--- config.mk ---
export PLATFORM = sky130hd
export DESIGN_NAME = rca_pipe_flat
export DESIGN_NICKNAME = d
export VERILOG_FILES = /design/src/rtl/rca_pkg.sv /design/src/rtl/rca_pipe_if.sv /design/src/rtl/rca_chunk.sv /design/src/rtl/rca_pipe.sv /design/src/flat_wrapper.sv
export SDC_FILE = /design/constraint.sdc
export NUM_CORES = 1
export LEC_CHECK = 0
export CORE_MARGIN = 5
export CORE_UTILIZATION = 45
export DETAILED_ROUTE_END_ITERATION = 6
export PLACE_DENSITY = 0.63
export SKIP_LAST_GASP = 1
export SYNTH_ARGS = -nofsm -noshare
export SYNTH_HDL_FRONTEND = slang
export SYNTH_SLANG_ARGS = --single-unit
export TNS_END_PERCENT = 100
--- constraint.sdc ---
create_clock -name clk -period 7.1 [get_ports clk]
set_input_delay 1.42 -clock clk [delete_from_list [all_inputs] [get_ports clk]]
set_output_delay 1.42 -clock clk [all_outputs]
set_load 0.02 [all_outputs]
--- src/rtl/rca_pkg.sv ---
// ---------------------------------------------------------------------------
// rca_pkg
// Shared definitions for the pipelined ripple-carry adder/subtractor.
//   RCA_ADD / RCA_SUB : encodings of the 'sub' mode input.
//   rca_width_ok()    : elaboration-time check that the operand width splits
//                       into equal, non-empty chunks, one per pipeline stage.
// ---------------------------------------------------------------------------
package rca_pkg;

    localparam logic RCA_ADD = 1'b0;
    localparam logic RCA_SUB = 1'b1;

    function automatic bit rca_width_ok(input int width, input int stages);
        return (stages >= 1) && (width >= stages) && ((width % stages) == 0);
    endfunction

endpackage

--- src/rtl/rca_pipe_if.sv ---
// ---------------------------------------------------------------------------
// rca_pipe_if
// Operand/result bus of rca_pipe, with valid/ready on both sides.
//   in_valid/in_ready   : operand handshake (a, b, cin, sub)
//   out_valid/out_ready : result handshake (sum, cout, ovf)
// Modports:
//   master : the producer/consumer around the adder (drives operands,
//            accepts results)
//   slave  : the adder itself
// ---------------------------------------------------------------------------
interface rca_pipe_if #(
    parameter int WIDTH = 16
);
    logic             in_valid;
    logic             in_ready;
    logic [WIDTH-1:0] a;
    logic [WIDTH-1:0] b;
    logic             cin;
    logic             sub;
    logic             out_valid;
    logic             out_ready;
    logic [WIDTH-1:0] sum;
    logic             cout;
    logic             ovf;

    modport master (
        output in_valid, a, b, cin, sub, out_ready,
        input  in_ready, out_valid, sum, cout, ovf
    );

    modport slave (
        input  in_valid, a, b, cin, sub, out_ready,
        output in_ready, out_valid, sum, cout, ovf
    );

endinterface

--- src/rtl/rca_chunk.sv ---
// ---------------------------------------------------------------------------
// rca_chunk
// Combinational N-bit ripple-carry adder slice.
//   a, b  : N-bit addends (b already inverted by the caller for subtract)
//   ci    : carry into bit 0
//   s     : N-bit sum
//   co    : carry out of bit N-1
//   c_msb : carry into bit N-1 (used for signed-overflow detection)
// ---------------------------------------------------------------------------
module rca_chunk #(
    parameter int N = 4
) (
    input  logic [N-1:0] a,
    input  logic [N-1:0] b,
    input  logic         ci,
    output logic [N-1:0] s,
    output logic         co,
    output logic         c_msb
);

    logic [N:0] carry;

    // Bit-serial ripple: carry[i] is the carry into bit i.
    always_comb begin
        carry    = '0;
        s        = '0;
        carry[0] = ci;
        for (int i = 0; i < N; i++) begin
            s[i]       = a[i] ^ b[i] ^ carry[i];
            carry[i+1] = (a[i] & b[i]) | (carry[i] & (a[i] ^ b[i]));
        end
    end

    assign co    = carry[N];
    assign c_msb = carry[N-1];

endmodule

--- src/rtl/rca_pipe.sv ---
// ---------------------------------------------------------------------------
// rca_pipe
// Pipelined ripple-carry adder/subtractor. A WIDTH-bit operation is split
// into STAGES chunks of CHUNK bits; each stage ripples one chunk and hands
// its carry to the next stage through a register.
//   clk   : rising-edge clock
//   rst_n : asynchronous active-low reset
//   bus   : rca_pipe_if slave (operand in, result out, valid/ready each way)
// Level 0 registers the accepted operand (b pre-inverted and carry0 formed
// for subtract). Stage k reads level k and writes level k+1, so a result
// appears STAGES edges after acceptance. The whole pipe advances together
// whenever the output register is empty or being drained.
// ---------------------------------------------------------------------------
module rca_pipe
    import rca_pkg::*;
#(
    parameter int WIDTH  = 16,
    parameter int STAGES = 4
) (
    input  logic     clk,
    input  logic     rst_n,
    rca_pipe_if.slave bus
);

    localparam int CHUNK = WIDTH / STAGES;

    if (!rca_width_ok(WIDTH, STAGES)) begin : g_width_check
        $error("rca_pipe: WIDTH (%0d) must be a positive multiple of STAGES (%0d)",
               WIDTH, STAGES);
    end

    logic             adv;

    // v/c index = register level 0..STAGES; level STAGES is the output.
    logic [STAGES:0]  v_q, v_d;
    logic [STAGES:0]  c_q, c_d;

    // Operands entering stage k; the upper chunks travel along as the skew.
    logic [WIDTH-1:0] op_a_q [STAGES];
    logic [WIDTH-1:0] op_a_d [STAGES];
    logic [WIDTH-1:0] op_b_q [STAGES];
    logic [WIDTH-1:0] op_b_d [STAGES];

    // Partial result after stage k; lower chunks are carried forward.
    logic [WIDTH-1:0] sum_q [STAGES];
    logic [WIDTH-1:0] sum_d [STAGES];

    logic             ovf_q, ovf_d;

    logic [CHUNK-1:0] s_w [STAGES];
    logic [STAGES-1:0] co_w;
    logic             c_msb_last;

    for (genvar k = 0; k < STAGES; k++) begin : g_stage
        if (k == STAGES - 1) begin : g_last
            rca_chunk #(.N(CHUNK)) u_chunk (
                .a     (op_a_q[k][k*CHUNK +: CHUNK]),
                .b     (op_b_q[k][k*CHUNK +: CHUNK]),
                .ci    (c_q[k]),
                .s     (s_w[k]),
                .co    (co_w[k]),
                .c_msb (c_msb_last)
            );
        end else begin : g_mid
            // Only the top chunk's carry-into-MSB matters for overflow.
            logic c_msb_unused;
            rca_chunk #(.N(CHUNK)) u_chunk (
                .a     (op_a_q[k][k*CHUNK +: CHUNK]),
                .b     (op_b_q[k][k*CHUNK +: CHUNK]),
                .ci    (c_q[k]),
                .s     (s_w[k]),
                .co    (co_w[k]),
                .c_msb (c_msb_unused)
            );
        end
    end

    // Global enable: the output slot is free or is being taken this cycle.
    assign adv           = !v_q[STAGES] || bus.out_ready;
    assign bus.in_ready  = adv;
    assign bus.out_valid = v_q[STAGES];
    assign bus.sum       = sum_q[STAGES-1];
    assign bus.cout      = c_q[STAGES];
    assign bus.ovf       = ovf_q;

    // Next values for every pipeline level; only loaded when adv is high,
    // so in_valid alone marks an accepted operand.
    always_comb begin
        v_d    = {v_q[STAGES-1:0], bus.in_valid};
        c_d    = '0;
        op_a_d = op_a_q;
        op_b_d = op_b_q;
        sum_d  = sum_q;

        // Subtract as a + ~b + ~cin: borrow-in becomes an inverted carry.
        c_d[0]          = (bus.sub == RCA_ADD) ? bus.cin : ~bus.cin;
        c_d[STAGES:1]   = co_w;
        op_a_d[0]       = bus.a;
        op_b_d[0]       = (bus.sub == RCA_SUB) ? ~bus.b : bus.b;

        for (int k = 1; k < STAGES; k++) begin
            op_a_d[k] = op_a_q[k-1];
            op_b_d[k] = op_b_q[k-1];
        end

        sum_d[0]            = '0;
        sum_d[0][CHUNK-1:0] = s_w[0];
        for (int k = 1; k < STAGES; k++) begin
            sum_d[k]                  = sum_q[k-1];
            sum_d[k][k*CHUNK +: CHUNK] = s_w[k];
        end

        ovf_d = c_msb_last ^ co_w[STAGES-1];
    end

    always_ff @(posedge clk or negedge rst_n) begin
        if (!rst_n) begin
            v_q   <= '0;
            c_q   <= '0;
            ovf_q <= 1'b0;
            for (int k = 0; k < STAGES; k++) begin
                op_a_q[k] <= '0;
                op_b_q[k] <= '0;
                sum_q[k]  <= '0;
            end
        end else if (adv) begin
            v_q    <= v_d;
            c_q    <= c_d;
            ovf_q  <= ovf_d;
            op_a_q <= op_a_d;
            op_b_q <= op_b_d;
            sum_q  <= sum_d;
        end
    end

endmodule

--- src/flat_wrapper.sv ---
// flat-port wrapper written by rule: the top's interface ports become plain ports
module rca_pipe_flat import rca_pkg::*;
#(
    parameter int WIDTH  = 16,
    parameter int STAGES = 4
)
  (clk, rst_n, bus_in_valid, bus_a, bus_b, bus_cin, bus_sub, bus_out_ready, bus_in_ready, bus_out_valid, bus_sum, bus_cout, bus_ovf);
  rca_pipe_if #(.WIDTH(WIDTH)) bus_i ();
  input  logic clk;
  input  logic rst_n;
  input wire logic [$bits(bus_i.in_valid)-1:0] bus_in_valid;
  input wire logic [$bits(bus_i.a)-1:0] bus_a;
  input wire logic [$bits(bus_i.b)-1:0] bus_b;
  input wire logic [$bits(bus_i.cin)-1:0] bus_cin;
  input wire logic [$bits(bus_i.sub)-1:0] bus_sub;
  input wire logic [$bits(bus_i.out_ready)-1:0] bus_out_ready;
  output wire logic [$bits(bus_i.in_ready)-1:0] bus_in_ready;
  output wire logic [$bits(bus_i.out_valid)-1:0] bus_out_valid;
  output wire logic [$bits(bus_i.sum)-1:0] bus_sum;
  output wire logic [$bits(bus_i.cout)-1:0] bus_cout;
  output wire logic [$bits(bus_i.ovf)-1:0] bus_ovf;
  assign bus_i.in_valid = bus_in_valid;
  assign bus_i.a = bus_a;
  assign bus_i.b = bus_b;
  assign bus_i.cin = bus_cin;
  assign bus_i.sub = bus_sub;
  assign bus_i.out_ready = bus_out_ready;
  assign bus_in_ready = bus_i.in_ready;
  assign bus_out_valid = bus_i.out_valid;
  assign bus_sum = bus_i.sum;
  assign bus_cout = bus_i.cout;
  assign bus_ovf = bus_i.ovf;
  rca_pipe #(.WIDTH(WIDTH), .STAGES(STAGES)) u_core (.clk(clk), .rst_n(rst_n), .bus(bus_i));
endmodule
Placement density heat map:
Scale bar: 20 µm. 12 x 12 tiles, from black (low) to pale yellow (high), 0 to 100% covered.
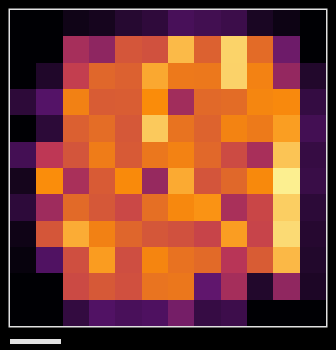
- tiles over 75% full: 12%
- fullest tile: 97%
- nearly empty tiles: 10%
- emptiest ninth of the die: top left
- mean over tiles: 45%

I/O nets highlighted:
Scale bar: 20 µm.
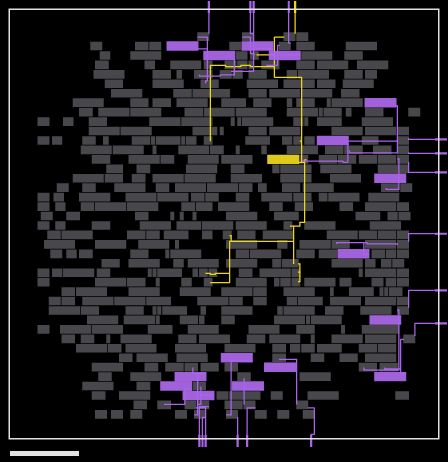
- bus_sum: purple (bits 16; direction output; edge 6 right, 6 bottom, 4 top; end cells 16; buffers 16; wire 471 µm)
- bus_out_valid: yellow (bits 1; direction output; edge top; end cells 1; buffers 1; wire 188 µm)

Routing congestion:
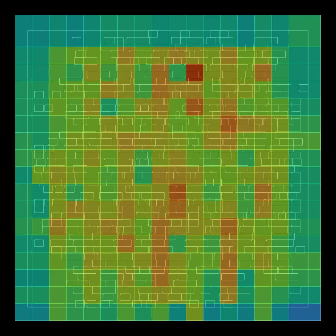
GR Util met1: 18.5%
Final Util: 55.6%
GRT Total Usage: 13.7%
met3 Use GR: 4.85%

==> cell usage after synthesis (all sizes together) <==
cell / instances / area share [%]
a21oi: 12 / 1.6
buf: 16 / 2.4
clkbuf: 3 / 0.26
dfrtp: 131 / 57
fa: 16 / 5.5
inv: 28 / 1.8
mux2: 116 / 27
mux2i: 2 / 0.35
nand2b: 2 / 0.22
nor3b: 12 / 1.6
xnor2: 3 / 0.46
xor2: 15 / 2.3
==> cells by family (layout without fill, tap and decap cells) <==
group / Yosys count / in the layout / share of synthesized area [%]
xor+xnor: 18 / 18 / 2.73
compound gates: 12 / 12 / 1.63
flops: 131 / 131 / 56.8
buf+inv: 47 / 120 / 4.44
simple gates: 14 / 14 / 1.78
mux: 118 / 118 / 27.1
fa+ha+maj: 16 / 16 / 5.55
==> impl_metrics.json <==
{
  "flop_area_um2": 3280,
  "cts_tree": "done",
  "placedCellCount": 569,
  "criticalPathCategory": "in -> out",
  "period_used_pct": 72.0,
  "grt_util_met2_pct": 20.5,
  "irDropWorstVdd_mv": 0.188,
  "chip_area_um2": 15200,
  "worstSetupStartpointType": "input pin",
  "syn_area_um2": 5770,
  "p_seq_mw": 1.30,
  "synthToLayoutAreaGrowth_pct": 21.6,
  "ys.flops": 131,
  "worstHoldPathType": "reg -> reg",
  "taps": 172,
  "fin_ws_ns": 1.99,
  "clk_latency_ns": 0.40,
  "n_all_inverters": 28,
  "crit_path_end_kind": "output pin",
  "required_ns": 5.68,
  "ctsRootBufferMaster": "clkbuf_16",
  "grt_pass1_vias": 3133,
  "ioPinCount": 58,
  "fin_crit_ns": 5.11,
  "max_freq_mhz": 196,
  "slew_violations": 0,
  "fp_nets": 410,
  "finalSetupViolations": 0,
  "busiest_layer": "met2",
  "fin_cells": 601,
  "place_area_um2": 6440,
  "nonClkBufAreaFrac_pct": 8.47,
  "most-common-layout-cells": "dfrtp_1, mux2_4, clkdlybuf4s50_1",
  "path_delay_family": "buffers and inverters",
  "worstSetupEndpoint": "bus_in_ready",
  "routed.top_layer": "met4",
  "area.share.sequential_pct": 46.7,
  "htreeDepth": 4,
  "nFlopsAndLatches": 131,
  "combinationalPowerShare_pct": 36.0,
  "whs_path_depth": 1,
  "pre_cts_slack_ns": 1.98,
  "rows": 41,
  "buffers": 60,
  "netSwitchingPower_mw": 0.977,
  "clockBufferDepth": 2,
  "worst-path-stages": 3,
  "rr_endpoint": "u_core.op_a_q[12]",
  "diodes": 0,
  "yosysWarnings": 0,
  "numCtsBuffers": 17,
  "finalPower_mw": 3.35,
  "fin_skew_ns": 0.00732,
  "clk_pin_slew_ns": 0.05,
  "sh_comb_area_pct": 32.0,
  "holdWs_ns": 0.480,
  "timing.rr.start": "u_core.v_q[4]",
  "finalSetupTns_ns": 0,
  "lay_top_count": "dfrtp_1",
  "ys_area_um2": 5770,
  "logic_gates": 178,
  "largestClassByArea": "registers",
  "cts.sinks": 131,
  "maxSlewHeadroom_pct": 22.6,
  "cap_viol_max_count": 0,
  "post_cts.repair.setup_buffers": 0,
  "dr_wl_met2_um": 4440,
  "antenna_found_initial": 0,
  "dr.pass1.iters": 4,
  "worst-r2r-setup-slack_ns": 4.62,
  "min_from": "u_core.v_q[3]",
  "pg_comb_mw": 1.21,
  "wire_per_inst_um": 15.4,
  "place_congestion": 0.720,
  "synthCells": 356,
  "route.met3.wl_um": 344,
  "synth_area_per_cell_um2": 16.2,
  "cts_resized": 0,
  "p_leak_nw": 3.21,
  "status": "complete, no violations",
  "grt_setup_unrepaired": "false",
  "wl_met1_um": 4340,
  "dp_hpwl_um": 6010,
  "cp_slowest_cell": "clkdlybuf4s50_1",
  "worst_pin_slew_ns": 1.16,
  "grt_max_degree": 85,
  "whs_endpoint": "u_core.v_q[4]",
  "yosysUniqueCellTypes": 16,
  "p_clk_share_pct": 25.1,
  "vias": 2838,
  "seq_power_share_pct": 38.9,
  "final.clkbuf_count": 21,
  "io_buffers": 57,
  "cp-startpoint": "bus_out_ready",
  "ys_cells": 356,
  "hold_buffers": 0,
  "overflow": 0,
  "warnings": 26,
  "fin_nets": 470,
  "cp.arrival_ns": 3.69,
  "drc_errors": 0,
  "swShare_pct": 29.2,
  "p_int_mw": 2.37,
  "reg2reg_depth": 3,
  "clock_power_mw": 0.841,
  "coreArea_um2": 12600,
  "path_buffers": 2,
  "hold_viol": 0,
  "clkCellAreaFrac_pct": 8.26,
  "die_height_um": 123,
  "crit_top_cell": "clkdlybuf4s50_1",
  "vias_per_cell": 4.72,
  "comb_area_um2": 2240,
  "drtAntennaViolNets": 0,
  "design_area_um2": 7020,
  "initial_core_util_pct": 45.7,
  "power.group.top": "sequential cells",
  "fillers": 1069,
  "crit_chain": "clkdlybuf4s50_1 -> nand2b_4 -> clkdlybuf4s50_1",
  "dieWidth_um": 123,
  "ys_seq_share_pct": 56.8,
  "grt_pass1_wl_um": 15800,
  "max_stage_delay_ns": 0.82,
  "drtIter0Drc": 142,
  "drive_gt1_share_pct": 37.5,
  "drt_wl_total_um": 9270,
  "crit_path_max_fanout": 41
}
